[config.mk]
export PLATFORM = sky130hd
export DESIGN_NAME = stats_bank
export DESIGN_NICKNAME = d
export VERILOG_FILES = /design/src/rtl/stats_bank.sv
export SDC_FILE = /design/constraint.sdc
export NUM_CORES = 1
export LEC_CHECK = 0
export CAP_MARGIN = 10
export CORE_ASPECT_RATIO = 1.75
export CORE_MARGIN = 2
export CORE_UTILIZATION = 50
export CTS_BUF_LIST = sky130_fd_sc_hd__clkbuf_16
export CTS_CLUSTER_DIAMETER = 60
export CTS_CLUSTER_SIZE = 8
export DETAILED_ROUTE_END_ITERATION = 6
export PLACE_DENSITY_LB_ADDON = 0.3
export SYNTH_ARGS = -nofsm -noshare
export SYNTH_HDL_FRONTEND = slang
export SYNTH_SLANG_ARGS = --single-unit
[constraint.sdc]
create_clock -name pcie_clk -period 2.9 [get_ports pcie_clk]
set_input_delay 0.58 -clock pcie_clk [delete_from_list [all_inputs] [get_ports pcie_clk]]
set_output_delay 0.58 -clock pcie_clk [all_outputs]
set_load 0.005 [all_outputs]
[src/rtl/stats_bank.sv]
`default_nettype none
// ============================================================================
//  Module      : stats_bank
//  Description : Bank of NUM_CH wide event counters. Each channel adds a
//                per-cycle amount, can wrap or saturate, and flags overflow
//                in a sticky register. A 32-bit word read port returns low
//                and high counter halves; a low-word read snapshots the
//                upper half so a following high-word read is coherent.
//                A small control/status space provides freeze, clear_all
//                and write-1-to-clear overflow flags.
//  Revision    : 1.0 - initial release
// ============================================================================
module stats_bank #(
    parameter int NUM_CH      = 8,   // 1..32 channels
    parameter int CNT_W       = 48,  // 32..64 counter bits
    parameter int AMT_W       = 8,   // 1..16 increment bits
    parameter int SATURATE    = 0,   // 1: stick at max, 0: wrap
    parameter int CLR_ON_READ = 0,   // 1: low-word read clears the counter
    parameter int ADDR_BITS   = 7    // 2**ADDR_BITS >= 2*NUM_CH+2
) (
    input  logic                    pcie_clk,
    input  logic                    rst_n,
    input  logic [NUM_CH-1:0]       inc_en,
    input  logic [NUM_CH*AMT_W-1:0] inc_amt,
    input  logic                    rd_en,
    input  logic [ADDR_BITS-1:0]    rd_addr,
    output logic [31:0]             rd_data,
    output logic                    rd_valid,
    input  logic                    wr_en,
    input  logic [ADDR_BITS-1:0]    wr_addr,
    input  logic [31:0]             wr_data
);

    // Channel index is the word address without its low/high select bit.
    localparam int                   CH_W      = ADDR_BITS - 1;
    localparam int                   SUM_W     = CNT_W + 1;
    localparam logic [ADDR_BITS-1:0] CTRL_ADDR = ADDR_BITS'(2 * NUM_CH);
    localparam logic [ADDR_BITS-1:0] OVF_ADDR  = ADDR_BITS'(2 * NUM_CH + 1);
    localparam logic [31:0]          UNMAPPED  = 32'hcafebabe;

    // ------------------------------------------------------------------
    // State
    // ------------------------------------------------------------------
    logic [CNT_W-1:0]  cnt_q [NUM_CH];
    logic [CNT_W-1:0]  cnt_d [NUM_CH];
    logic [NUM_CH-1:0] ovf_q;
    logic [NUM_CH-1:0] ovf_d;
    logic              freeze_q;
    logic              freeze_d;
    logic [31:0]       shadow_val_q;
    logic [31:0]       shadow_val_d;
    logic [CH_W-1:0]   shadow_tag_q;
    logic [CH_W-1:0]   shadow_tag_d;
    logic              shadow_vld_q;
    logic              shadow_vld_d;
    logic [31:0]       rd_data_q;
    logic [31:0]       rd_data_d;
    logic              rd_valid_q;
    logic              rd_valid_d;

    // ------------------------------------------------------------------
    // Address decode
    // ------------------------------------------------------------------
    logic [CH_W-1:0] rd_ch;
    logic            rd_is_cnt;
    logic            rd_lo;
    logic            rd_hi;
    logic            wr_ctrl;
    logic            wr_ovf;
    logic            clear_all;
    logic            shadow_hit;

    assign rd_ch      = rd_addr[ADDR_BITS-1:1];
    assign rd_is_cnt  = (rd_addr < CTRL_ADDR);
    assign rd_lo      = rd_en && rd_is_cnt && !rd_addr[0];
    assign rd_hi      = rd_en && rd_is_cnt &&  rd_addr[0];
    assign wr_ctrl    = wr_en && (wr_addr == CTRL_ADDR);
    assign wr_ovf     = wr_en && (wr_addr == OVF_ADDR);
    assign clear_all  = wr_ctrl && wr_data[0];
    assign shadow_hit = shadow_vld_q && (shadow_tag_q == rd_ch);

    // Every wr_data bit above the OVF flags is intentionally ignored.
    logic unused_wr_bits;
    assign unused_wr_bits = ^wr_data;

    // ------------------------------------------------------------------
    // Per-channel increment datapath
    // ------------------------------------------------------------------
    logic [AMT_W-1:0] ch_amt    [NUM_CH];
    logic [SUM_W-1:0] ch_sum    [NUM_CH];
    logic [NUM_CH-1:0] ch_active;
    logic [NUM_CH-1:0] ch_rd_clr;

    for (genvar gi = 0; gi < NUM_CH; gi++) begin : g_ch
        assign ch_amt[gi]    = inc_amt[gi*AMT_W +: AMT_W];
        // Freeze masks increments but not clear_all or clear-on-read.
        assign ch_active[gi] = inc_en[gi] && !freeze_q;
        // One extra bit so the carry out marks an overflow.
        assign ch_sum[gi]    = {1'b0, cnt_q[gi]} + SUM_W'(ch_amt[gi]);
        assign ch_rd_clr[gi] = (CLR_ON_READ != 0) && rd_lo && (rd_ch == CH_W'(gi));
    end

    // Select the addressed counter, zero-extended to 64 bits so the upper
    // word is well defined for any CNT_W.
    logic [63:0] rd_cnt;

    // Read-side counter mux.
    always_comb begin
        rd_cnt = 64'd0;
        for (int i = 0; i < NUM_CH; i++) begin
            if (rd_ch == CH_W'(i)) begin
                rd_cnt = 64'(cnt_q[i]);
            end
        end
    end

    // Next counter values and new overflow events; clear_all beats
    // clear-on-read, which beats a plain increment.
    logic [NUM_CH-1:0] ovf_set;

    always_comb begin
        ovf_set = '0;
        for (int i = 0; i < NUM_CH; i++) begin
            cnt_d[i] = cnt_q[i];
            if (clear_all) begin
                cnt_d[i] = '0;
            end else if (ch_rd_clr[i]) begin
                // Restart from this cycle's event so nothing is lost.
                cnt_d[i] = ch_active[i] ? CNT_W'(ch_amt[i]) : '0;
            end else if (ch_active[i]) begin
                if (ch_sum[i][CNT_W]) begin
                    ovf_set[i] = 1'b1;
                    cnt_d[i]   = (SATURATE != 0) ? '1 : ch_sum[i][CNT_W-1:0];
                end else begin
                    cnt_d[i]   = ch_sum[i][CNT_W-1:0];
                end
            end
        end
    end

    // Control/status next state: a new overflow wins over a same-cycle clear.
    always_comb begin
        ovf_d    = (ovf_q & ~(wr_ovf ? wr_data[NUM_CH-1:0] : {NUM_CH{1'b0}})) | ovf_set;
        freeze_d = wr_ctrl ? wr_data[1] : freeze_q;
    end

    // Shadow snapshot: low-word read captures, matching high-word read consumes.
    always_comb begin
        shadow_val_d = shadow_val_q;
        shadow_tag_d = shadow_tag_q;
        shadow_vld_d = shadow_vld_q;
        if (rd_lo) begin
            shadow_val_d = rd_cnt[63:32];
            shadow_tag_d = rd_ch;
            shadow_vld_d = 1'b1;
        end else if (rd_hi && shadow_hit) begin
            shadow_vld_d = 1'b0;
        end
    end

    // Read data mux; all sources are pre-update register values.
    logic [31:0] rd_word;

    always_comb begin
        rd_word = UNMAPPED;
        if (rd_is_cnt) begin
            if (!rd_addr[0]) begin
                rd_word = rd_cnt[31:0];
            end else if (shadow_hit) begin
                rd_word = shadow_val_q;
            end else begin
                rd_word = rd_cnt[63:32];
            end
        end else if (rd_addr == CTRL_ADDR) begin
            rd_word = {30'd0, freeze_q, 1'b0};
        end else if (rd_addr == OVF_ADDR) begin
            rd_word = 32'(ovf_q);
        end
        rd_data_d  = rd_en ? rd_word : rd_data_q;
        rd_valid_d = rd_en;
    end

    // All state registers, asynchronously cleared.
    always_ff @(posedge pcie_clk or negedge rst_n) begin
        if (!rst_n) begin
            for (int i = 0; i < NUM_CH; i++) begin
                cnt_q[i] <= '0;
            end
            ovf_q        <= '0;
            freeze_q     <= 1'b0;
            shadow_val_q <= 32'd0;
            shadow_tag_q <= '0;
            shadow_vld_q <= 1'b0;
            rd_data_q    <= 32'd0;
            rd_valid_q   <= 1'b0;
        end else begin
            for (int i = 0; i < NUM_CH; i++) begin
                cnt_q[i] <= cnt_d[i];
            end
            ovf_q        <= ovf_d;
            freeze_q     <= freeze_d;
            shadow_val_q <= shadow_val_d;
            shadow_tag_q <= shadow_tag_d;
            shadow_vld_q <= shadow_vld_d;
            rd_data_q    <= rd_data_d;
            rd_valid_q   <= rd_valid_d;
        end
    end

    assign rd_data  = rd_data_q;
    assign rd_valid = rd_valid_q;

endmodule
`default_nettype wire
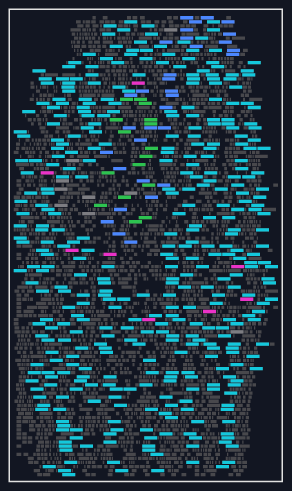
Fig. 1. Sequential cells grouped by signal name.
(1.5 px per um) Other sequential cells in the stronger grey, the rest of the logic in the fainter grey.
- blue: rd_data (sequential cells 32)
- cyan: cnt_q (sequential cells 384; where all over the die)
- magenta: ovf_q (sequential cells 8)
- green: shadow_val_q (sequential cells 16)
Core Util, Final: 0.625
Storage cell area: 0.0112 mm^2
P_seq: 8.20 mW
Seq area share: 0.331

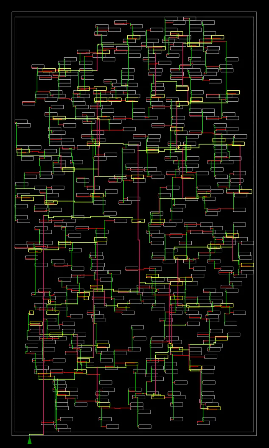
Fig. 2. Clock wiring as the flow saved it.
worst skew pair latency: 0.61 ns
CTS sink cnt: 449

==> impl_metrics.toml <==
# generated from flow reports
[drt]
detail-route-antenna-nets = 0
drt_first_iter_violations = 2759
drc = 0
routed_wl_um = 112000
detail_route.wl_per_cell_um = 26.8
vias = 27500

[cells_and_area]
nClkBuffers = 69
lay_top_count = "dfrtp_1"
insertedDiodeCount = 6
largest_class = "logic gates"
flops = 449
clk_share = 0.0517
lay_top_cells = "449 x dfrtp_1, 367 x nor2_1, 343 x buf_4"
comb.multi_input.count = 2387
top_register = "cnt_q"
largest_reg_flops = 384
fin_cells = 4187
num-fill-cells = 4614
comb_area_mm2 = 0.0152
layout.nets = 3680
drive_above_1_share = 0.148

[yosys]
yosys.area_share.aoi = 0.170
yosys_area_mm2 = 0.0274
edf_count = 0
ys_sh_mux = 0.0162
ys_sh_simple = 0.239
yosys.area_share.adder = 0.0350
synthesis.nets = 3294
ys_seq_share = 0.410
async_flop_share = 1.00
ff_type = "dfrtp_1"
logic_family = "simple AND/OR/NAND/NOR gates"
synth_warnings = 0
synth_flops = 449
ys_types = 94
syn_inst = 3100
xor_share = 0.0913
yosys_cells = 3100

[timing]
relSlewSlack = 0.399
finalCritPeriodShare = 0.976
setup_viol = 0
fin_crit_ns = 2.83
fmax_ghz = 0.353
hold_ws_ns = 0.479
hold_viol = 0
finalMaxSlewViolations = 0
finClkSkew_ns = 0.0388
tns_ns = 0
tightest_slew_ns = 0.901

[cts]
cts_setup_buffers = 0
cts_hold_buffers = 1
clk_path_buf_depth = 3
cts-resized-gates = 1
cts-root-buf = "clkbuf_16"
clk_pin_slew_worst_paths_ns = 0.05
h-tree-depth = 3

[critical_path]
startpoint = "inc_amt[16]"
path_cells = "clkdlybuf4s50_1, ha_1, inv_1, fa_2, nor2b_2, o211ai_1, a221oi_2, buf_4, o2111ai_4, clkdlybuf4s15_2, buf_4, xnor2_1, nor2_1"
worstSetupPathDepth = 13
worstSetupPathType = "in2reg"
endpoint = "cnt_q[266]$_DFFE_PN0P_"
slowest_stage = "clkdlybuf4s50_1"
path_delay_family = "buffers and inverters"
cp.required_ns = 3.35
r2r-start = "cnt_q[240]$_DFFE_PN0P_"
startpoint_type = "input pin"
end_kind = "flop"
path_buffers = 5
rr_worst_depth = 12
crit_path_frequent_cell = "buf_4"

[power]
powerClk_mw = 7.02
p_sw_frac = 0.357
power_leader = "registers"
p_clk_frac = 0.313
power.switching_mw = 8.02
p_leak_nw = 14.6
p_per_area_mw_per_mm2 = 662
p_int_mw = 14.4
seqPwrFrac = 0.365
ir_drop_mv = 0.497
p_total_mw = 22.5
powerComb_mw = 7.24

[place]
pre_cts_ws_ns = -0.544
routabilityCongestion = 1.12
dp.final_hpwl_um = 85000
dpl_cell_area_mm2 = 0.0320
place_inst = 4101
portBuffers = 130

[run]
timing.max_cap.violations = 0

[min_path]
hold_depth = 2
min_path_type = "reg2reg"
hold_path_end = "shadow_val_q[14]$_DFFE_PN0P_"

[outcome]
status = "complete, no violations"

[global_routing]
grt-ovfl-total = 0
grt_pass1_wl_um = 169000
antenna_found_initial = 13
grt_pass1_vias = 27900

[floorplan]
initCoreUtil = 0.505
num_rows = 113
die_y_um = 314
ioPinCount = 155
die-area_mm2 = 0.0568
nWellTaps = 690
die_w_um = 181
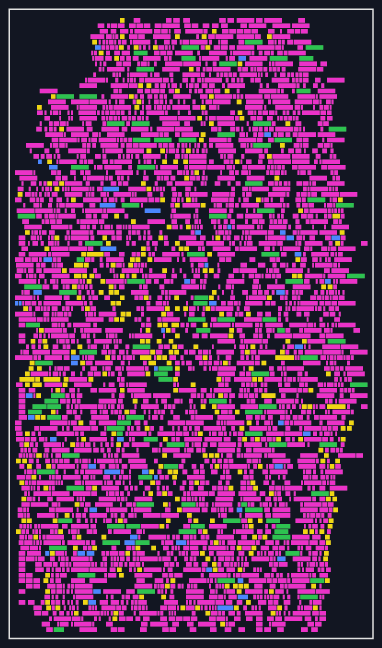
Fig. 3. Cell sizes after repair.
(2 px per um)
- blue: drive 2 (cells 55; share 1.6%)
- green: drive 6 and up (cells 106; share 3.0%)
- magenta: drive 1 or less (cells 2973; share 85%)
- yellow: drive 3 to 4 (cells 357; share 10%)
setup slack after layout: 0.0701 ns
design area: 0.0340 mm^2
Area Overhead vs Synth: 23.7%
bufs w/o clock: 509

synthesized netlist by cell type (72+ instances only):
cell	n	area, um^2
o21ai_0	151	756
xor2_1	149	1310
dfrtp_1	449	11200
nor2_1	368	1380
nand4_1	92	576
inv_1	72	270
clkbuf_1	138	518
nand3_1	139	696
nand2_1	255	957
a21oi_1	176	881
xnor2_1	137	1200
worst min-delay path: cells and delay by family, from the launching register on:
family          cells  cell delay [ns]
flops               1             0.34
compound gates      1             0.05
simple gates        1             0.05
per-layer routing:
metal	share of wire	track usage	vias up
li1	-	-	12100
met4	0.11	0.366	8
met1	0.33	0.420	13400
met3	0.082	0.0893	543
met2	0.47	0.650	1486
met5	0.00048	0	-
No activity file was given, so power comes from the tool's default toggle rates.
